$ cat src/rtl/gates_buf_collect_if.sv
// Stream bundle for the lane collector: a narrow beat stream in, a wide word stream out.
// The master side belongs to whoever produces beats and consumes words.
interface gates_buf_collect_if #(
    parameter int WORD_W = 128,
    parameter int LANE_W = 8
);
    localparam int NBEATS = WORD_W / LANE_W;
    localparam int CNT_W  = $clog2(NBEATS) + 1;

    logic              in_valid;
    logic              in_ready;
    logic [LANE_W-1:0] in_data;
    logic              flush;
    logic              out_valid;
    logic              out_ready;
    logic [WORD_W-1:0] out_data;
    logic [CNT_W-1:0]  out_count;

    modport master (
        output in_valid, in_data, flush, out_ready,
        input  in_ready, out_valid, out_data, out_count
    );

    modport slave (
        input  in_valid, in_data, flush, out_ready,
        output in_ready, out_valid, out_data, out_count
    );
endinterface

$ cat src/rtl/gates_buf_collect.sv
// Packs narrow lane beats into one wide word, lane 0 at the LSB.
// A word closes when its last lane fills or when flush closes a non-empty word.
// If the output register is still occupied the closed word waits in the
// assembly register (PENDING) and the input stalls until the consumer frees it.
// WORD_W must be an exact multiple of LANE_W.
module gates_buf_collect #(
    parameter int WORD_W = 128,
    parameter int LANE_W = 8
) (
    input  logic                  clk,
    input  logic                  rst,
    gates_buf_collect_if.slave    bus
);
    localparam int NBEATS = WORD_W / LANE_W;
    localparam int CNT_W  = $clog2(NBEATS) + 1;
    localparam int LIDX_W = (NBEATS > 1) ? $clog2(NBEATS) : 1;

    typedef enum logic {
        FILL,
        PENDING
    } state_t;

    state_t             state_q, state_d;
    logic [WORD_W-1:0]  asm_q, asm_d;
    logic [CNT_W-1:0]   idx_q, idx_d;
    logic               out_valid_q, out_valid_d;
    logic [WORD_W-1:0]  out_data_q, out_data_d;
    logic [CNT_W-1:0]   out_count_q, out_count_d;

    logic               accept;
    logic               out_free;
    logic               close_word;
    logic [WORD_W-1:0]  asm_next;
    logic [CNT_W-1:0]   cnt_next;
    logic [LIDX_W-1:0]  lane_idx;

    assign bus.in_ready  = (state_q == FILL);
    assign bus.out_valid = out_valid_q;
    assign bus.out_data  = out_data_q;
    assign bus.out_count = out_count_q;

    // Next-state: merge the incoming beat, decide whether the word closes, and route it to the output or hold it.
    always_comb begin
        state_d     = state_q;
        asm_d       = asm_q;
        idx_d       = idx_q;
        out_valid_d = out_valid_q;
        out_data_d  = out_data_q;
        out_count_d = out_count_q;

        lane_idx   = idx_q[LIDX_W-1:0];
        accept     = bus.in_valid && (state_q == FILL);
        out_free   = !out_valid_q || bus.out_ready;
        cnt_next   = idx_q + CNT_W'(accept);
        asm_next   = asm_q;
        close_word = 1'b0;

        for (int i = 0; i < NBEATS; i++) begin
            if (accept && (lane_idx == LIDX_W'(i))) begin
                asm_next[i*LANE_W +: LANE_W] = bus.in_data;
            end
        end

        // An accepted word leaves the output empty unless something reloads it below.
        if (out_valid_q && bus.out_ready) begin
            out_valid_d = 1'b0;
        end

        if (state_q == FILL) begin
            close_word = (accept && (idx_q == CNT_W'(NBEATS - 1))) ||
                         (bus.flush && ((idx_q != '0) || accept));
            if (close_word && out_free) begin
                out_valid_d = 1'b1;
                out_data_d  = asm_next;
                out_count_d = cnt_next;
                asm_d       = '0;
                idx_d       = '0;
            end else if (close_word) begin
                state_d = PENDING;
                asm_d   = asm_next;
                idx_d   = cnt_next;
            end else begin
                asm_d = asm_next;
                idx_d = cnt_next;
            end
        end else begin
            if (bus.out_ready) begin
                out_valid_d = 1'b1;
                out_data_d  = asm_q;
                out_count_d = idx_q;
                asm_d       = '0;
                idx_d       = '0;
                state_d     = FILL;
            end
        end
    end

    // State and output registers; reset drops any partial or pending word at once.
    always_ff @(posedge clk or posedge rst) begin
        if (rst) begin
            state_q     <= FILL;
            asm_q       <= '0;
            idx_q       <= '0;
            out_valid_q <= 1'b0;
            out_data_q  <= '0;
            out_count_q <= '0;
        end else begin
            state_q     <= state_d;
            asm_q       <= asm_d;
            idx_q       <= idx_d;
            out_valid_q <= out_valid_d;
            out_data_q  <= out_data_d;
            out_count_q <= out_count_d;
        end
    end
endmodule

$ cat src/flat_wrapper.sv
// flat-port wrapper written by rule: the top's interface ports become plain ports
module gates_buf_collect_flat 
#(
    parameter int WORD_W = 128,
    parameter int LANE_W = 8
)
  (clk, rst, bus_in_valid, bus_in_data, bus_flush, bus_out_ready, bus_in_ready, bus_out_valid, bus_out_data, bus_out_count);
  gates_buf_collect_if #(.WORD_W(WORD_W), .LANE_W(LANE_W)) bus_i ();
  input  logic clk;
  input  logic rst;
  input wire logic [$bits(bus_i.in_valid)-1:0] bus_in_valid;
  input wire logic [$bits(bus_i.in_data)-1:0] bus_in_data;
  input wire logic [$bits(bus_i.flush)-1:0] bus_flush;
  input wire logic [$bits(bus_i.out_ready)-1:0] bus_out_ready;
  output wire logic [$bits(bus_i.in_ready)-1:0] bus_in_ready;
  output wire logic [$bits(bus_i.out_valid)-1:0] bus_out_valid;
  output wire logic [$bits(bus_i.out_data)-1:0] bus_out_data;
  output wire logic [$bits(bus_i.out_count)-1:0] bus_out_count;
  assign bus_i.in_valid = bus_in_valid;
  assign bus_i.in_data = bus_in_data;
  assign bus_i.flush = bus_flush;
  assign bus_i.out_ready = bus_out_ready;
  assign bus_in_ready = bus_i.in_ready;
  assign bus_out_valid = bus_i.out_valid;
  assign bus_out_data = bus_i.out_data;
  assign bus_out_count = bus_i.out_count;
  gates_buf_collect #(.WORD_W(WORD_W), .LANE_W(LANE_W)) u_core (.clk(clk), .rst(rst), .bus(bus_i));
endmodule
$ cat config.mk
export PLATFORM = sky130hd
export DESIGN_NAME = gates_buf_collect_flat
export DESIGN_NICKNAME = d
export VERILOG_FILES = /design/src/rtl/gates_buf_collect_if.sv /design/src/rtl/gates_buf_collect.sv /design/src/flat_wrapper.sv
export SDC_FILE = /design/constraint.sdc
export NUM_CORES = 1
export LEC_CHECK = 0
export CAP_MARGIN = 20
export CELL_PAD_IN_SITES_DETAIL_PLACEMENT = 0
export CELL_PAD_IN_SITES_GLOBAL_PLACEMENT = 1
export CORE_MARGIN = 2
export CORE_UTILIZATION = 47
export CTS_CLUSTER_SIZE = 16
export DETAILED_ROUTE_END_ITERATION = 7
export GPL_TIMING_DRIVEN = 0
export PLACE_DENSITY = 0.88
export SLEW_MARGIN = 25
export SYNTH_ARGS = -nofsm -noshare
export SYNTH_HDL_FRONTEND = slang
export SYNTH_SLANG_ARGS = --single-unit
export TNS_END_PERCENT = 100
$ cat constraint.sdc
create_clock -name clk -period 12.9 [get_ports clk]
set_input_delay 1.29 -clock clk [delete_from_list [all_inputs] [get_ports clk]]
set_output_delay 1.29 -clock clk [all_outputs]
set_load 0.05 [all_outputs]
==> summary.rpt, run 1 <==
IMPLEMENTATION SUMMARY REPORT
----------------------------------------------------
[Power]
  Sw Share ........................ 39.06%
  Switching pwr ........................ 1024 uW

[Synthesis]
  Proportion of register bits with asynchronous set or reset after synthesis ........................ 100.0%
  Avg Synthesized Cell Area ........................ 10.63 um^2
  Largest combinational cell category by area ........................ AND-OR/OR-AND gates
  Multiplexer share of the synthesized area ........................ 11.23%
  Synthesized instance count ........................ 1,082
  Top area cell types ........................ sky130_fd_sc_hd__dfrtp_1 58%, sky130_fd_sc_hd__mux2i_1 11%, sky130_fd_sc_hd__o21ai_0 7.9%
  XOR-XNOR Cells, Area Fraction ........................ 0.07616%
  Leading cell types by count after synthesis ........................ 268 x sky130_fd_sc_hd__dfrtp_1, 182 x sky130_fd_sc_hd__o21ai_0, 162 x sky130_fd_sc_hd__nand2_1
  Number of distinct library cell variants in the gate-level netlist after synthesis ........................ 47
  Synthesis area per yosys ........................ 11,500 um^2

[Worst setup path]
  Cell breakdown of the critical path ........................ buf_2, inv_1, clkbuf_1, clkdlybuf4s50_1
  Worst setup path category ........................ register to output pin
  Worst endpoint data arrival time ........................ 2710 ps
  Timing endpoint of the critical path ........................ bus_in_ready

[Floorplanning]
  Die outline height ........................ 160.4 um
  Area enclosed by the die boundary ........................ 25,730 um^2
  FP Rows ........................ 57
  FP Util ........................ 47.57%
  Ports placed on the boundary ........................ 148

[GRT]
  Wire length of the first global-routing pass ........................ 52,160 um
  Vias in the first global route ........................ 9,095
  Maximum number of pins on one net before global-route repair ........................ 97

[CTS]
  Number of hold buffers added after CTS ........................ 0
  Gates resized, CTS repair ........................ 0
  Clock buffers created by TritonCTS ........................ 27

[Finish]
  Final instance area ........................ 14,260 um^2
  Area added between synthesis and finish ........................ 24.04%
  Layout cells sized above 1 ........................ 7.204%
  Non-filler instance count after layout ........................ 1,601

[Placed design]
  Cell area after placement ........................ 13,470 um^2
  Sum of net half-perimeters after detailed placement ........................ 22,180 um

[STA]
  Final sum of negative setup slack ........................ 0 ps
  Setup slack of the critical path after layout ........................ 8899 ps
  Minimum clock period after layout ........................ 4001 ps
  Final worst-path cycle share ........................ 31.02%
  Final Hold Vio Count ........................ 0
  Worst-case hold slack ........................ 477.1 ps
  Final clock skew ........................ 20.16 ps

[Routing]
  Count of nets left with antenna violations after detail routing ........................ 0
  DRC marker count from the first detailed-route iteration ........................ 746

[Status]
  Status ........................ complete, no violations

[Worst hold path]
  Cell depth of the worst hold path ........................ 2
  Beginning of the worst hold path ........................ u_core.bus.out_data[56]
  Worst min-delay path class ........................ register to register

----------------------------------------------------
run 1: worst min-delay path, stage by stage (launching register included):
cell and delay, ps:
sky130_fd_sc_hd__dfrtp_1 340, sky130_fd_sc_hd__nand2_1 50, sky130_fd_sc_hd__o21ai_0 60
run 1: final cells by class:
class	instances	area, um^2	area share (%)
Multi-Input combinational cell	713	4358	30.55
Inverter	5	26.28	0.1842
Timing Repair Buffer	150	1554	10.89
Clock buffer	38	726.9	5.096
Sequential cell	268	6706	47.01
Clock inverter	7	63.81	0.4473
Buffer	96	424.2	2.973
Tap cell	324	405.4	2.842
run 1: per-layer routing:
layer / vias up / part of all wire (%) / global-route usage, %
li1: 4150 / - / -
met1: 4595 / 45 / 37.23
met2: 270 / 48 / 41.54
met3: 61 / 4.7 / 3.461
met4: 0 / 3.0 / 8.436
met5: - / 0 / 0
==> run_1/cell_density.png <==
16 x 16 tiles, from white (low) to dark blue (high), 0 to 100% covered.
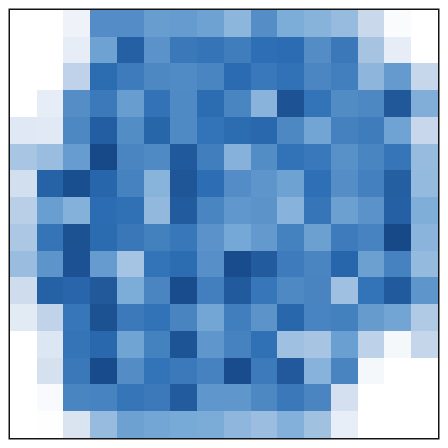
tiles over 75% full: 18%
nearly empty tiles: 8.6%
emptiest ninth of the die: south-east
fullest tile: 90%
mean over tiles: 54%

==> run_1/flops_by_reg.png <==
Other sequential cells in the stronger grey, the rest of the logic in the fainter grey.
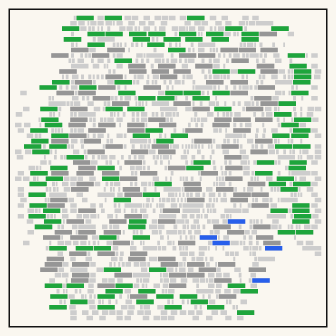
| colour | netlist name | flops | where |
|---|---|---|---|
| green | `u_core.bus.out_data` | 128 | widely spread |
| blue | `u_core.idx_q` | 5 | south-east |
not coloured: 135

==> run_1/placement.png <==
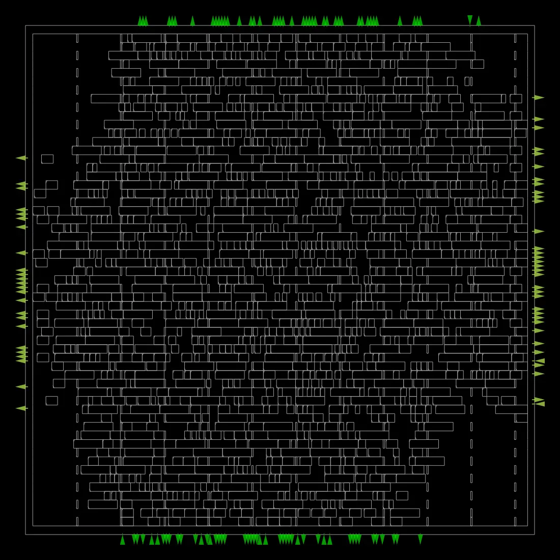
Seq cells: 268
fraction of area in registers: 47.01%

==> run_1/layer_met1.png <==
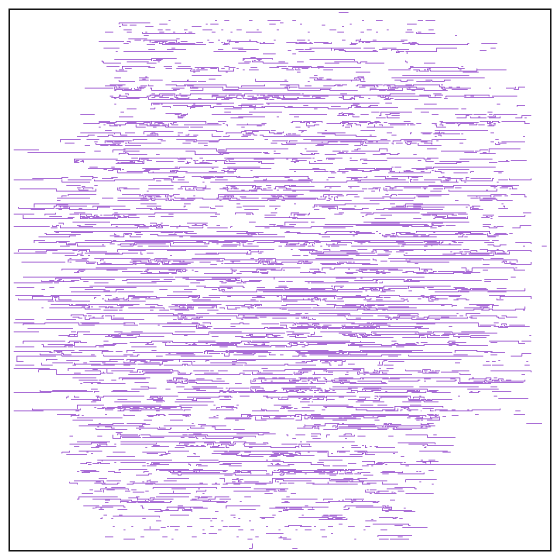

==> run 1 -> run 2 <==
Settings changed: CORE_UTILIZATION 47 to 39, PLACE_DENSITY 0.88 to 0.78.
Clock period 12.9 ns to 3.58 ns, I/O delays scaled along.
==> run_2/layer_met1.png <==
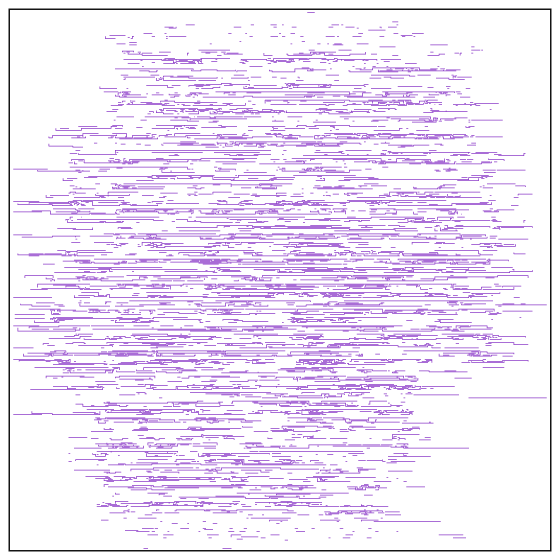
wire length on this layer: 15,500 um
longest straight run: 52.4 um
main direction: horizontal
share of all routed wire: 45%
nets with wire on the layer: 1,169
post-detailed-routing wire length: 34,320 um
routed vias: 9,026
met1 capacity usage during global routing: 31.80%

==> run 2 against run 1 <==
- via count fell by 0.55%
- sequential power grew to 3.6 times the previous value
- core utilization is 7.9 points lower
- final area is 3.3% higher
- die area up 20%
- worst setup slack worse by 8400 ps
- clock skew decreased by 6.4 ps
- combinational power went up to 3.6 times the previous value
- global-route usage fell by 3.7 points
- sequential share of layout area is 1.5 points lower
- critical endpoint is now u_core.asm_q[122]
==> summary.rpt, run 2 <==
IMPLEMENTATION SUMMARY REPORT
----------------------------------------------------
[Synthesis]
  Top area cell types ........................ sky130_fd_sc_hd__dfrtp_1 58%, sky130_fd_sc_hd__mux2i_1 11%, sky130_fd_sc_hd__o21ai_0 7.9%
  XOR-XNOR Cells, Area Fraction ........................ 0.07616%
  Leading cell types by count after synthesis ........................ 268 x sky130_fd_sc_hd__dfrtp_1, 182 x sky130_fd_sc_hd__o21ai_0, 162 x sky130_fd_sc_hd__nand2_1
  Largest combinational cell category by area ........................ AND-OR/OR-AND gates
  Synthesis area per yosys ........................ 11,500 um^2
  Multiplexer share of the synthesized area ........................ 11.23%

[Placed design]
  Cell area after placement ........................ 13,670 um^2
  Sum of net half-perimeters after detailed placement ........................ 23,630 um

[Power]
  Sw Share ........................ 37.34%
  Switching pwr ........................ 3786 uW

[GRT]
  Met2 usage ........................ 35.63%
  Wire length of the first global-routing pass ........................ 53,340 um
  Global routing met3 resource utilization ........................ 3.485%

[Floorplanning]
  Ports placed on the boundary ........................ 148
  FP Rows ........................ 62
  Area enclosed by the die boundary ........................ 30,880 um^2

[Status]
  Status ........................ complete, no violations

[Finish]
  Non-filler instance count after layout ........................ 1,676
  Final instance area ........................ 14,730 um^2

[Routing]
  Total met2 wirelength after detailed routing ........................ 16,020 um
  Amount of wire on met3 after detailed routing ........................ 2082 um

[STA]
  Final worst-path cycle share ........................ 85.74%
  Worst-case hold slack ........................ 148.4 ps
  Minimum clock period after layout ........................ 3070 ps

[Worst setup path]
  Worst endpoint data arrival time ........................ 3440 ps
  Cell breakdown of the critical path ........................ nand2b_1, a311oi_1, nor3_1, clkbuf_1, nand2_1, clkbuf_1, o21ai_0

[CTS]
  Gates resized, CTS repair ........................ 0

[Worst hold path]
  Worst min-delay path class ........................ input port to async pin

----------------------------------------------------
==> run_2/flops_by_reg.png <==
Other sequential cells in the stronger grey, the rest of the logic in the fainter grey.
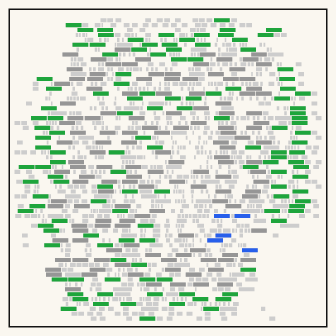
| colour | netlist name | flops |
|---|---|---|
| green | `u_core.bus.out_data` | 128 |
| blue | `u_core.idx_q` | 5 |
not coloured: 135
fraction of area in registers: 45.52%
area used by sequential logic in the layout: 6706 um^2
Layout Utilization: 51.06%
reported sequential group power: 3590 uW

==> run 2: cell count changes in the layout (fill, tap and decap cells not counted), moves of 2 or more <==
cell and change:
sky130_fd_sc_hd__bufinv_16 +5, sky130_fd_sc_hd__clkbuf_8 +6, sky130_fd_sc_hd__buf_12 +8, sky130_fd_sc_hd__clkbuf_16 +2
sky130_fd_sc_hd__clkinvlp_4 +2, sky130_fd_sc_hd__clkbuf_1 -6
==> run 2: cell type report <==
class / instances / area (um^2)
Clock inverter: 13 / 221.5
Fill cell: 2688 / 14120
Timing Repair Buffer: 157 / 1687
Clock buffer: 40 / 837.1
Sequential cell: 268 / 6706
Multi-Input combinational cell: 713 / 4355
Inverter: 5 / 22.52
Tap cell: 384 / 480.5
Buffer: 96 / 424.2
Power and IR drop assume default switching activity.
